$ cat src/rtl/conf_pkg.sv
// Shared constants and FSM state encoding for the framed configuration receiver.
package conf_pkg;

  localparam logic [7:0] SYNC_BYTE = 8'hA5;
  localparam logic [7:0] ACK_BYTE  = 8'h06;
  localparam logic [7:0] NAK_BYTE  = 8'h15;
  localparam int         CONF_BITS = 80;

  typedef enum logic [2:0] {
    IDLE,
    CHAN,
    PAYLOAD,
    CSUM,
    COMMIT
  } state_t;

endpackage

$ cat src/rtl/conf_frame_rx_if.sv
// Byte-in / response-byte-out bundle between uart_rx, the receiver and the tx path.
interface conf_frame_rx_if;

  logic [7:0] i_data;
  logic       i_avail;
  logic [7:0] o_ack_data;
  logic       o_ack_valid;
  logic       i_ack_ready;

  modport master (
    output i_data, i_avail, i_ack_ready,
    input  o_ack_data, o_ack_valid
  );

  modport slave (
    input  i_data, i_avail, i_ack_ready,
    output o_ack_data, o_ack_valid
  );

endinterface

$ cat src/rtl/rising_edge_detector.sv
// Registered rising-edge detector: o_rise is a one-cycle pulse one clock after i_sig rises.
module rising_edge_detector (
  input  logic i_clk,
  input  logic i_rst_n,
  input  logic i_sig,
  output logic o_rise
);

  logic r_prev;
  logic r_rise;

  // Remember the previous level and register the 0->1 transition.
  always_ff @(posedge i_clk or negedge i_rst_n) begin
    if (!i_rst_n) begin
      r_prev <= 1'b0;
      r_rise <= 1'b0;
    end else begin
      r_prev <= i_sig;
      r_rise <= i_sig & ~r_prev;
    end
  end

  assign o_rise = r_rise;

endmodule

$ cat src/rtl/conf_frame_rx.sv
// Framed configuration receiver: 0xA5, chan, payload, XOR checksum -> atomic slot commit.
// Optional response byte (ACK/NAK) on the interface when CFG_RX_ACK_EN is defined.
module conf_frame_rx
  import conf_pkg::*;
#(
  parameter int CH_NO       = 4,
  parameter int CONF_BYTES  = CONF_BITS / 8,
  parameter int TIMEOUT_CYC = 50000
) (
  input  logic                           i_clk,
  input  logic                           _rst,
  conf_frame_rx_if.slave                 bus,
  output logic [CH_NO*CONF_BYTES*8-1:0]  o_ch_conf,
  output logic [CH_NO-1:0]               o_conf_upd,
  output logic                           o_err
);

  localparam int SLOT_W = CONF_BYTES * 8;
  localparam int CH_W   = (CH_NO > 1) ? $clog2(CH_NO) : 1;
  localparam int K_W    = (CONF_BYTES > 1) ? $clog2(CONF_BYTES) : 1;

  logic                    w_stb;
  logic [7:0]              r_byte;
  state_t                  r_state;
  state_t                  w_next;
  logic                    w_err;
  logic                    w_commit;
  logic                    w_chan_ld;
  logic                    w_pay_ld;
  logic                    w_tmo;
  logic [CH_W-1:0]         r_chan;
  logic [K_W-1:0]          r_k;
  logic [7:0]              r_xsum;
  logic [SLOT_W-1:0]       r_stage;
  logic [15:0]             r_tmo;
  logic [CH_NO*SLOT_W-1:0] r_ch_conf;
  logic [CH_NO-1:0]        r_upd;
  logic                    r_err;

  rising_edge_detector u_avail_edge (
    .i_clk   (i_clk),
    .i_rst_n (_rst),
    .i_sig   (bus.i_avail),
    .o_rise  (w_stb)
  );

  // State register.
  always_ff @(posedge i_clk or negedge _rst) begin
    if (!_rst) r_state <= IDLE;
    else       r_state <= w_next;
  end

  // Next-state and per-cycle control; a strobe always takes priority over timeout.
  always_comb begin
    w_next    = r_state;
    w_err     = 1'b0;
    w_commit  = 1'b0;
    w_chan_ld = 1'b0;
    w_pay_ld  = 1'b0;
    w_tmo     = (r_tmo == 16'(TIMEOUT_CYC));
    case (r_state)
      IDLE: begin
        if (w_stb && r_byte == SYNC_BYTE) w_next = CHAN;
      end
      CHAN: begin
        if (w_stb) begin
          w_chan_ld = 1'b1;
          if ({24'd0, r_byte} < 32'(CH_NO)) begin
            w_next = PAYLOAD;
          end else begin
            w_err  = 1'b1;
            w_next = IDLE;
          end
        end else if (w_tmo) begin
          w_err  = 1'b1;
          w_next = IDLE;
        end
      end
      PAYLOAD: begin
        if (w_stb) begin
          w_pay_ld = 1'b1;
          if (r_k == K_W'(CONF_BYTES - 1)) w_next = CSUM;
        end else if (w_tmo) begin
          w_err  = 1'b1;
          w_next = IDLE;
        end
      end
      CSUM: begin
        if (w_stb) begin
          if (r_byte == r_xsum) begin
            w_next = COMMIT;
          end else begin
            w_err  = 1'b1;
            w_next = IDLE;
          end
        end else if (w_tmo) begin
          w_err  = 1'b1;
          w_next = IDLE;
        end
      end
      COMMIT: begin
        w_commit = 1'b1;
        w_next   = IDLE;
      end
      default: w_next = IDLE;
    endcase
  end

  // Byte capture, inter-byte timeout, checksum and staging of the frame in flight.
  always_ff @(posedge i_clk or negedge _rst) begin
    if (!_rst) begin
      r_byte  <= '0;
      r_tmo   <= '0;
      r_chan  <= '0;
      r_k     <= '0;
      r_xsum  <= '0;
      r_stage <= '0;
    end else begin
      r_byte <= bus.i_data;
      if (r_state == IDLE || r_state == COMMIT || w_stb) r_tmo <= '0;
      else                                               r_tmo <= r_tmo + 16'd1;
      if (w_chan_ld) begin
        r_chan  <= r_byte[CH_W-1:0];
        r_xsum  <= r_byte;
        r_k     <= '0;
        r_stage <= '0;
      end
      if (w_pay_ld) begin
        r_stage[r_k*8 +: 8] <= r_byte;
        r_xsum              <= r_xsum ^ r_byte;
        r_k                 <= r_k + K_W'(1);
      end
    end
  end

  // Commit the staged frame into its slot only; update pulse and error pulse are registered.
  always_ff @(posedge i_clk or negedge _rst) begin
    if (!_rst) begin
      r_ch_conf <= '0;
      r_upd     <= '0;
      r_err     <= 1'b0;
    end else begin
      r_err <= w_err;
      r_upd <= '0;
      if (w_commit) begin
        for (int i = 0; i < CH_NO; i++) begin
          if (r_chan == CH_W'(i)) begin
            r_ch_conf[i*SLOT_W +: SLOT_W] <= r_stage;
            r_upd[i]                      <= 1'b1;
          end
        end
      end
    end
  end

  assign o_ch_conf  = r_ch_conf;
  assign o_conf_upd = r_upd;
  assign o_err      = r_err;

`ifdef CFG_RX_ACK_EN
  logic       r_ack_valid;
  logic [7:0] r_ack_data;

  // One-deep response register: a new result overwrites a pending one.
  always_ff @(posedge i_clk or negedge _rst) begin
    if (!_rst) begin
      r_ack_valid <= 1'b0;
      r_ack_data  <= '0;
    end else if (w_commit) begin
      r_ack_valid <= 1'b1;
      r_ack_data  <= ACK_BYTE;
    end else if (w_err) begin
      r_ack_valid <= 1'b1;
      r_ack_data  <= NAK_BYTE;
    end else if (bus.i_ack_ready) begin
      r_ack_valid <= 1'b0;
    end
  end

  assign bus.o_ack_valid = r_ack_valid;
  assign bus.o_ack_data  = r_ack_data;
`else
  logic w_unused_ack_ready;
  assign w_unused_ack_ready = bus.i_ack_ready;
  assign bus.o_ack_valid    = 1'b0;
  assign bus.o_ack_data     = '0;
`endif

endmodule
$ cat src/flat_wrapper.sv
// flat-port wrapper written by rule: the top's interface ports become plain ports
module conf_frame_rx_flat import conf_pkg::*;
#(
  parameter int CH_NO       = 4,
  parameter int CONF_BYTES  = CONF_BITS / 8,
  parameter int TIMEOUT_CYC = 50000
)
  (i_clk, _rst, o_ch_conf, o_conf_upd, o_err, bus_i_data, bus_i_avail, bus_i_ack_ready, bus_o_ack_data, bus_o_ack_valid);
  conf_frame_rx_if bus_i ();
  input  logic i_clk;
  input  logic _rst;
  output logic [CH_NO*CONF_BYTES*8-1:0] o_ch_conf;
  output logic [CH_NO-1:0] o_conf_upd;
  output logic o_err;
  input wire logic [$bits(bus_i.i_data)-1:0] bus_i_data;
  input wire logic [$bits(bus_i.i_avail)-1:0] bus_i_avail;
  input wire logic [$bits(bus_i.i_ack_ready)-1:0] bus_i_ack_ready;
  output wire logic [$bits(bus_i.o_ack_data)-1:0] bus_o_ack_data;
  output wire logic [$bits(bus_i.o_ack_valid)-1:0] bus_o_ack_valid;
  assign bus_i.i_data = bus_i_data;
  assign bus_i.i_avail = bus_i_avail;
  assign bus_i.i_ack_ready = bus_i_ack_ready;
  assign bus_o_ack_data = bus_i.o_ack_data;
  assign bus_o_ack_valid = bus_i.o_ack_valid;
  conf_frame_rx #(.CH_NO(CH_NO), .CONF_BYTES(CONF_BYTES), .TIMEOUT_CYC(TIMEOUT_CYC)) u_core (.i_clk(i_clk), ._rst(_rst), .bus(bus_i), .o_ch_conf(o_ch_conf), .o_conf_upd(o_conf_upd), .o_err(o_err));
endmodule
$ cat config.mk
export PLATFORM = sky130hd
export DESIGN_NAME = conf_frame_rx_flat
export DESIGN_NICKNAME = d
export VERILOG_FILES = /design/src/rtl/conf_pkg.sv /design/src/rtl/conf_frame_rx_if.sv /design/src/rtl/rising_edge_detector.sv /design/src/rtl/conf_frame_rx.sv /design/src/flat_wrapper.sv
export SDC_FILE = /design/constraint.sdc
export NUM_CORES = 1
export LEC_CHECK = 0
export ABC_AREA = 1
export CORE_MARGIN = 2
export CORE_UTILIZATION = 52
export DETAILED_ROUTE_END_ITERATION = 10
export GPL_TIMING_DRIVEN = 0
export PLACE_DENSITY = 0.89
export SYNTH_ARGS = -nofsm -noshare
export SYNTH_HDL_FRONTEND = slang
export SYNTH_SLANG_ARGS = --single-unit
$ cat constraint.sdc
create_clock -name i_clk -period 2.17 [get_ports i_clk]
set_input_delay 0.217 -clock i_clk [delete_from_list [all_inputs] [get_ports i_clk]]
set_output_delay 0.217 -clock i_clk [all_outputs]
set_load 0.01 [all_outputs]
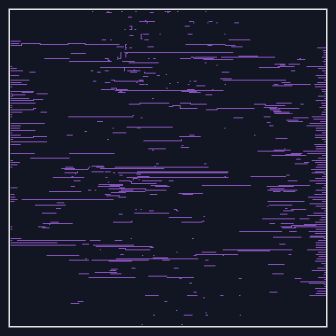
*Signal wires on met3, run 1*
371 nets have wire on it. The layer carries 3820 um of wire. The longest straight run is 64.9 um. The layer holds 7.3% of the routed length.
total number of vias: 14800
Post-Route WL: 52200 um

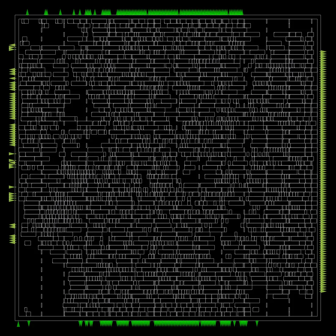
*Cell placement, run 1*
Core Rows: 67
n_taps: 448
area of the core region: 33400 sq um
number of cells in the finished layout apart from fillers: 2665
final standard cell utilization of the core: 69.5%

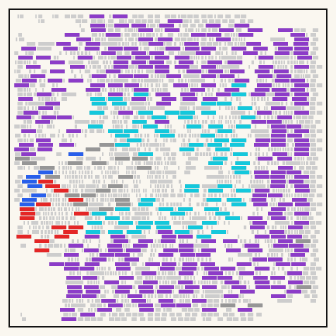
*Sequential cells grouped by signal name, run 1*
u_core.r_stage: marked cyan, sequential cells 80. u_core.r_tmo: marked red, sequential cells 16. u_core.o_ch_conf: marked purple, sequential cells 320, where spread over the die. u_core.r_byte: marked blue, sequential cells 8, where left middle.
Another 24 sequential cells are not coloured.
sequential cell area share: 48.3%
area of all sequential standard cells: 11200 sq um
power dissipated in sequential cells: 8.63 mW

==> summary.txt, run 1 <==
Results of the full flow below.

Route:
- The run puts the number of iterations in the first detailed-routing pass at 6.
- The run gives the first-iteration detailed-routing DRC count as approximately 1100.
- The run gives the post-route met1 wirelength as 20100 um.
- The highest metal layer carrying signal wires in the routed design is met4.
- The run gives the routed via count divided by cell count as 5.56.
- The run gives the number of routed nets with antenna violations as 0.

Global route:
- Entering global routing, the biggest net connects 113 pins.
- The number of global-route vias before repair came to roughly 15000.
- The global routing report lists met2 layer usage as 48.9%.
- The run puts the global-route usage over all layers at 29.5%.
- The first global-routing pass estimated ~80000 um of wire.
- On met3, the global router reports a usage of between 6 and 7%.
- The global routing stage identified its most utilized layer as met2.

Placement:
- Before CTS, the worst setup slack after placement is -85.4 ps.
- The placement report lists the number of port buffers as 335.
- Once detailed placement completed, the half-perimeter wirelength came to ~37000 um.
- The run gives the area of placed instances as around 22000 sq um.

Power and ir drop:
- The run puts the power share of the sequential group at 49.3%.
- The run gives the total power after layout as 17.5 mW.
- The run gives the power group with the highest consumption as registers.
- The run puts the power in the clock group at about 8.0 mW.
- The run gives the switching power as a share of total power as 22.5%.
- The run gives the power density relative to cell area as around 750 nW/um^2.
- Per the power-grid run, VDD falls by no more than ~660 uV.
- The run gives the power dissipated by switching net loads as between 3 and 4 mW.

Clock tree:
- TritonCTS built the clock tree.
- The run puts the maximum clock insertion buffer count at 3.
- The run puts the number of levels in the clock H-tree at 2.

Critical path:
- The slowest stage of the critical path belongs to the cell dfrtp_1.
- The run gives the startpoint kind of the worst setup timing path as a register.
- The run puts the critical path required time at ~2600 ps.
- The run puts the worst endpoint data arrival time at 2490 ps.
- STA classifies the critical path endpoint as a register.
- The cell that appears most often on the critical path is buf_2.
- The run puts the number of buffers and inverters on the critical path at 3.

Logic synthesis:
- Before any placement, the netlist area is recorded as 17500 sq um.
- The run puts the number of warnings printed during yosys synthesis at 0.
- The run puts the cell count after synthesis at about 1800.
- The run puts the chip area estimate from yosys synthesis at 17500 sq um.
- Of the synthesized area, sequential elements account for 64.1%.
- The post-synth register bit count is 448.
- The run gives the dominant cell type by area after synthesis as dfrtp_1.
- The run puts the async set-reset flop share out of synthesis at 100%.
- By area the synthesized netlist is led by dfrtp_1 64%, nand2_1 9.8%, o21ai_0 9.5%.
- For this design, Yosys synthesis ends with a cell count of 1784.
- The average instance in the mapped netlist occupies ~10 sq um.
- The run gives the count of distinct cell types in the synthesized netlist as 32.

Layout:
- Of the cells placed in the final design, the portion with a size suffix greater than 1 is a little under a tenth.
- Across the whole layout, multi-input logic makes up a little under a quarter of the cell area.
- The run puts the area of all placed cells without fillers at 23200 sq um.
- The run gives the flip-flop count of the largest register, all copies and words added as between 300 and 400.
- The run puts the data-path buffer share of cell area in the final layout at 17.5%.
- The run puts the post-layout net count at 2202.
- Per the layout report, the design carries approximately 62 clock buffers.
- The layout has 2484 filler cells.

Final timing:
- The run gives the worst clock skew as between 20 and 25 ps.
- Based on the critical path, the design can be clocked at up to 475 MHz.
- The run puts the setup total negative slack at 0 ps.
- Pins over their slew limit in the final report were tallied at 0.
- Across all hold checks on the routed design, the worst slack comes to 116 ps.
- The final report lists the setup-violating endpoint count as 0.
- The run puts the least setup slack across all paths after layout at 65.0 ps.
- The run puts the time the final worst path needs with I/O delays and setup at 2110 ps.
- The run puts the fraction of the cycle the final worst path needs at between 90 and 100%.
- The run puts the final number of hold-violating endpoints at 0.

Die:
- The run gives the top-level I/O count as approximately 350.
- The run puts the vertical die dimension at 187 um.

Status:
- The flow ran to the end, and the final reports show no timing, DRC or antenna violations.
run 1: logic make-up after synthesis:
logic type | share of synthesized area, %
flops | 64.1
simple gates | 17.2
buf+inv | 6.19
compound gates | 11.2
fa+ha+maj | 0.429
other cells | 0.0214
xor+xnor | 0.901
run 1: layout by cell type (no fill, tap or decap), drive strengths merged, types with 8 or more instances in the layout:
cell type      instances
nand3                150
buf                   73
xnor2                  9
dfrtp                448
nor2                  46
inv                  147
clkdlybuf4s50        334
nand2                464
o21ai                354
a21oi                 10
xor2                   9
clkinv                 8
clkbuf               100
conb                   9
nor3                  17
nand4                 11
run 1: worst paths after layout:
| path | from | depth (start not counted) | end | slack (ps) |
|---|---|---|---|---|
| min reg2reg | u_core.u_avail_edge.r_prev$_DFF_PN0_ | 1 | u_core.u_avail_edge.o_rise$_DFF_PN0_ | 400 |
| max reg2reg | u_core.r_state[0]$_DFFE_PN0P_ | 8 | u_core.o_ch_conf[9]$_DFFE_PN0P_ | 60 |
| max | u_core.r_state[0]$_DFFE_PN0P_ | 8 | u_core.o_ch_conf[9]$_DFFE_PN0P_ | 60 |
| min | bus_i_data[6] | 1 | u_core.r_byte[6]$_DFF_PN0_ | 120 |
| min in group asynchronous | _rst | 2 | u_core.o_ch_conf[269]$_DFFE_PN0P_ | 240 |
| max in group asynchronous | _rst | 4 | u_core.o_ch_conf[18]$_DFFE_PN0P_ | 610 |
run 1: what timing repair did:
action | 4_1_cts | 5_1_grt
endpoints found under the hold margin | 66 | 0
pin swaps | 0 | 4
gates cloned | 0 | 0
setup buffers | 0 | 5
gates resized | 4 | 11
hold buffers | 1 | 0
endpoints found under the setup margin | 117 | 196
==> run 1 -> run 2 <==
--- a/config.mk
+++ b/config.mk
@@ -10,6 +10,7 @@
 export CORE_UTILIZATION = 52
 export DETAILED_ROUTE_END_ITERATION = 10
 export GPL_TIMING_DRIVEN = 0
+export HOLD_SLACK_MARGIN = 0.03
 export PLACE_DENSITY = 0.89
 export SYNTH_ARGS = -nofsm -noshare
 export SYNTH_HDL_FRONTEND = slang
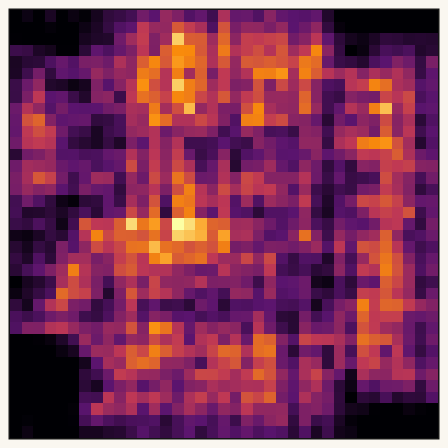
*Wiring heat map, run 2*
37 x 37 tiles, from black (low) to pale yellow (high), scaled to the fullest tile. Values are wire area over tile area, all layers added.
The emptiest ninth of the die: bottom left. 20% of the tiles are over half the peak. The mean over all tiles is 0.25. The fullest tile reaches 0.76. 7.9% of the tiles are nearly empty.
detailed-route wire length per cell: 19.6 um
Global Route Usage Sum: 29.5%

==> run 2 against run 1 <==
  * First-iteration DRC count did not move
  * Fmax is the same
  * Non-clock buffer count stayed put
  * Critical path depth stayed put
  * Sequential power hardly changed
  * Clock power barely moved
  * Synthesized area unchanged
  * Clock skew unchanged
  * Via count stayed put
  * Flip-flop count is the same
  * Die area unchanged
  * Highest routed layer unchanged
==> summary.txt, run 2 <==
Results of the full flow below.

Layout:
- The run puts the final standard cell count with taps included and fillers excluded at 2665 (unchanged).
- The run puts the data-path buffer share of cell area in the final layout at 17.5% (unchanged).
- The run gives the flip-flop count of the largest register, all copies and words added as 320 (unchanged).
- The run puts the register fraction of the total cell area at 48.3% (unchanged).
- The run puts the fraction of the core area covered by cells at the end of the flow at 69.5% (unchanged).
- The run gives the share of cell area taken by multi-input logic gates as 22.7% (unchanged).
- The run puts the area of all placed cells without fillers at 23200 sq um (unchanged).
- The run gives the count of fill cells added during filler insertion as 2484 (unchanged).
- The most used logic cell in the final layout was nand2_1 (unchanged).
- The run puts the post-layout net count at 2202 (unchanged).
- The run puts the fraction of layout cells with a size suffix above 1 at 9.16% (unchanged).
- The run gives the area of all sequential standard cells as 11200 sq um (unchanged).

Final timing:
- The run puts the fraction of the cycle the final worst path needs at 97.0% (unchanged).
- The run puts the least setup slack across all paths after layout at 65.0 ps (unchanged).
- The run puts the setup total negative slack at 0 ps (unchanged).
- The run gives the final max-slew violation count as 0 (unchanged).
- The run puts the time the final worst path needs with I/O delays and setup at 2110 ps (unchanged).
- The final setup violation count came to 0 (unchanged).
- The worst clock skew is 22.3 ps (unchanged).
- The final number of hold-violating endpoints is 0 (unchanged).

Power and ir drop:
- The total power after layout is 17.5 mW (unchanged).
- The run puts the maximum resistive drop on vdd at 659 uV (unchanged).
- The run gives the power density relative to cell area as 754 nW/um^2 (unchanged).

Route:
- The run puts the via count at 14800 (unchanged).
- The run gives the number of iterations in the first detailed-routing pass as 6 (unchanged).
- The run puts the first-iteration detailed-routing DRC count at 1093 (unchanged).
- The run puts the routed via count divided by cell count at 5.56 (unchanged).

Die:
- The run puts the vertical die dimension at 187 um (unchanged).
- The run puts the number of tapcells at 448 (unchanged).
- The run puts the standard-cell row count at 67 (unchanged).
- The run gives the top-level I/O count as 346 (unchanged).
- The area inside the core boundary came to 33400 sq um (unchanged).

Status:
- Outcome: complete, no violations (unchanged).

Global route:
- The run puts the number of global-route vias before repair at 14900 (unchanged).
- The run gives the maximum number of pins on one net before global-route repair as 113 (unchanged).

Logic synthesis:
- The run puts the yosys cell count at 1784 (unchanged).
- The chip area estimate from yosys synthesis is 17500 sq um (unchanged).
- The synthesized area per cell was 9.81 sq um (unchanged).
- The run gives the cell count after synthesis as 1784 (unchanged).
- The dominant cell type by area after synthesis is dfrtp_1 (unchanged).
- The number of warnings printed during yosys synthesis came to 0 (unchanged).
- The run puts the count of distinct cell types in the synthesized netlist at 32 (unchanged).
- The number of flip-flops and latches in the synthesized netlist was 448 (unchanged).

Critical path:
- The worst endpoint data arrival time is 2490 ps (about the same).
- The cell with the largest stage delay on the worst path was dfrtp_1 (unchanged).
- The cell with the most instances on the worst path is buf_2 (unchanged).
- The run gives the category of the worst setup path capture point as a register (unchanged).
- The run puts the critical path required time at 2560 ps (about the same).
- The startpoint kind of the worst setup timing path is a register (unchanged).

Placement:
- The count of input and output buffers is 335 (unchanged).
- The half-perimeter wire length after detailed placement was 36800 um (unchanged).
- The run puts the area of placed instances at 21600 sq um (unchanged).

Clock tree:
- The maximum clock insertion buffer count was 3 (unchanged).
- The CTS tree was done (unchanged).
- The run puts the number of levels in the clock H-tree at 2 (unchanged).
- The run gives the quantity of gates resized following cts as 4 (unchanged).
- The run gives the number of buffers inserted for hold repair after clock tree synthesis as 1 (unchanged).
- The number of post-CTS setup repair buffers is 0 (unchanged).
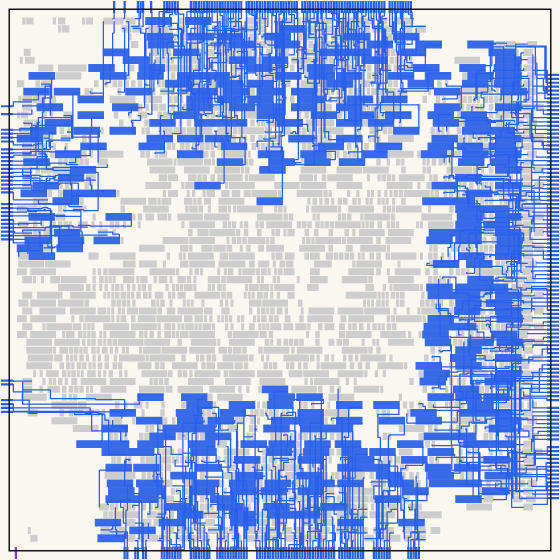
*Wires at chosen ports, followed through buffers, run 2*
bus_i_ack_ready: marked purple, bits 1, direction input, edge bottom, end cells 0, buffers 0. o_ch_conf: marked blue, bits 320, direction output, edge 107 right, 93 top, 86 bottom, 34 left, end cells 320, buffers 320, wire 13500 um.

-- run 2: cell counts after synthesis --
No cell type changed its count.
-- run 2: worst max-delay path, delay by kind of cell, from the launching register on --
kind	cells	cell delay [ps]
buffers and inverters	3	760
AND/OR/NAND/NOR	4	730
AND-OR/OR-AND	1	100
flip-flops	1	360
-- run 2: final timing paths --
path	startpoint	endpoint	depth (start not counted)	slack [ps]
min reg2reg	u_core.u_avail_edge.r_prev$_DFF_PN0_	u_core.u_avail_edge.o_rise$_DFF_PN0_	1	400
min	bus_i_data[6]	u_core.r_byte[6]$_DFF_PN0_	1	120
max	u_core.r_state[0]$_DFFE_PN0P_	u_core.o_ch_conf[9]$_DFFE_PN0P_	8	60
max reg2reg	u_core.r_state[0]$_DFFE_PN0P_	u_core.o_ch_conf[9]$_DFFE_PN0P_	8	60
max in group asynchronous	_rst	u_core.o_ch_conf[18]$_DFFE_PN0P_	4	610
min in group asynchronous	_rst	u_core.o_ch_conf[269]$_DFFE_PN0P_	2	240
-- run 2: cells by family (layout without fill, tap and decap cells) --
logic type / count (synthesis) / count (layout) / share of synthesized area (%)
AOI/OAI and AO/OA: 374 / 374 / 11.2
xor gates and xnor gates: 18 / 18 / 0.901
adders and majority gates: 6 / 6 / 0.429
buffers and inverters: 249 / 674 / 6.19
and+or+nand+nor: 688 / 688 / 17.2
DFF: 448 / 448 / 64.1
other: 1 / 9 / 0.0214
-- run 2: routing by layer --
layer | track usage, % | vias up
li1 | - | 6592
met1 | 36.7 | 7322
met2 | 48.9 | 726
met3 | 6.17 | 174
met4 | 15.1 | 0
met5 | 0 | -
-- run 2: power breakdown --
part	internal, mW	switching, mW	total [mW]
clock	4.79	3.20	7.99
sequential	8.49	0.137	8.63
combinational	0.263	0.601	0.864
total	13.5	3.94	17.5
Power figures rest on the tool's default switching activity, not on a simulated workload.
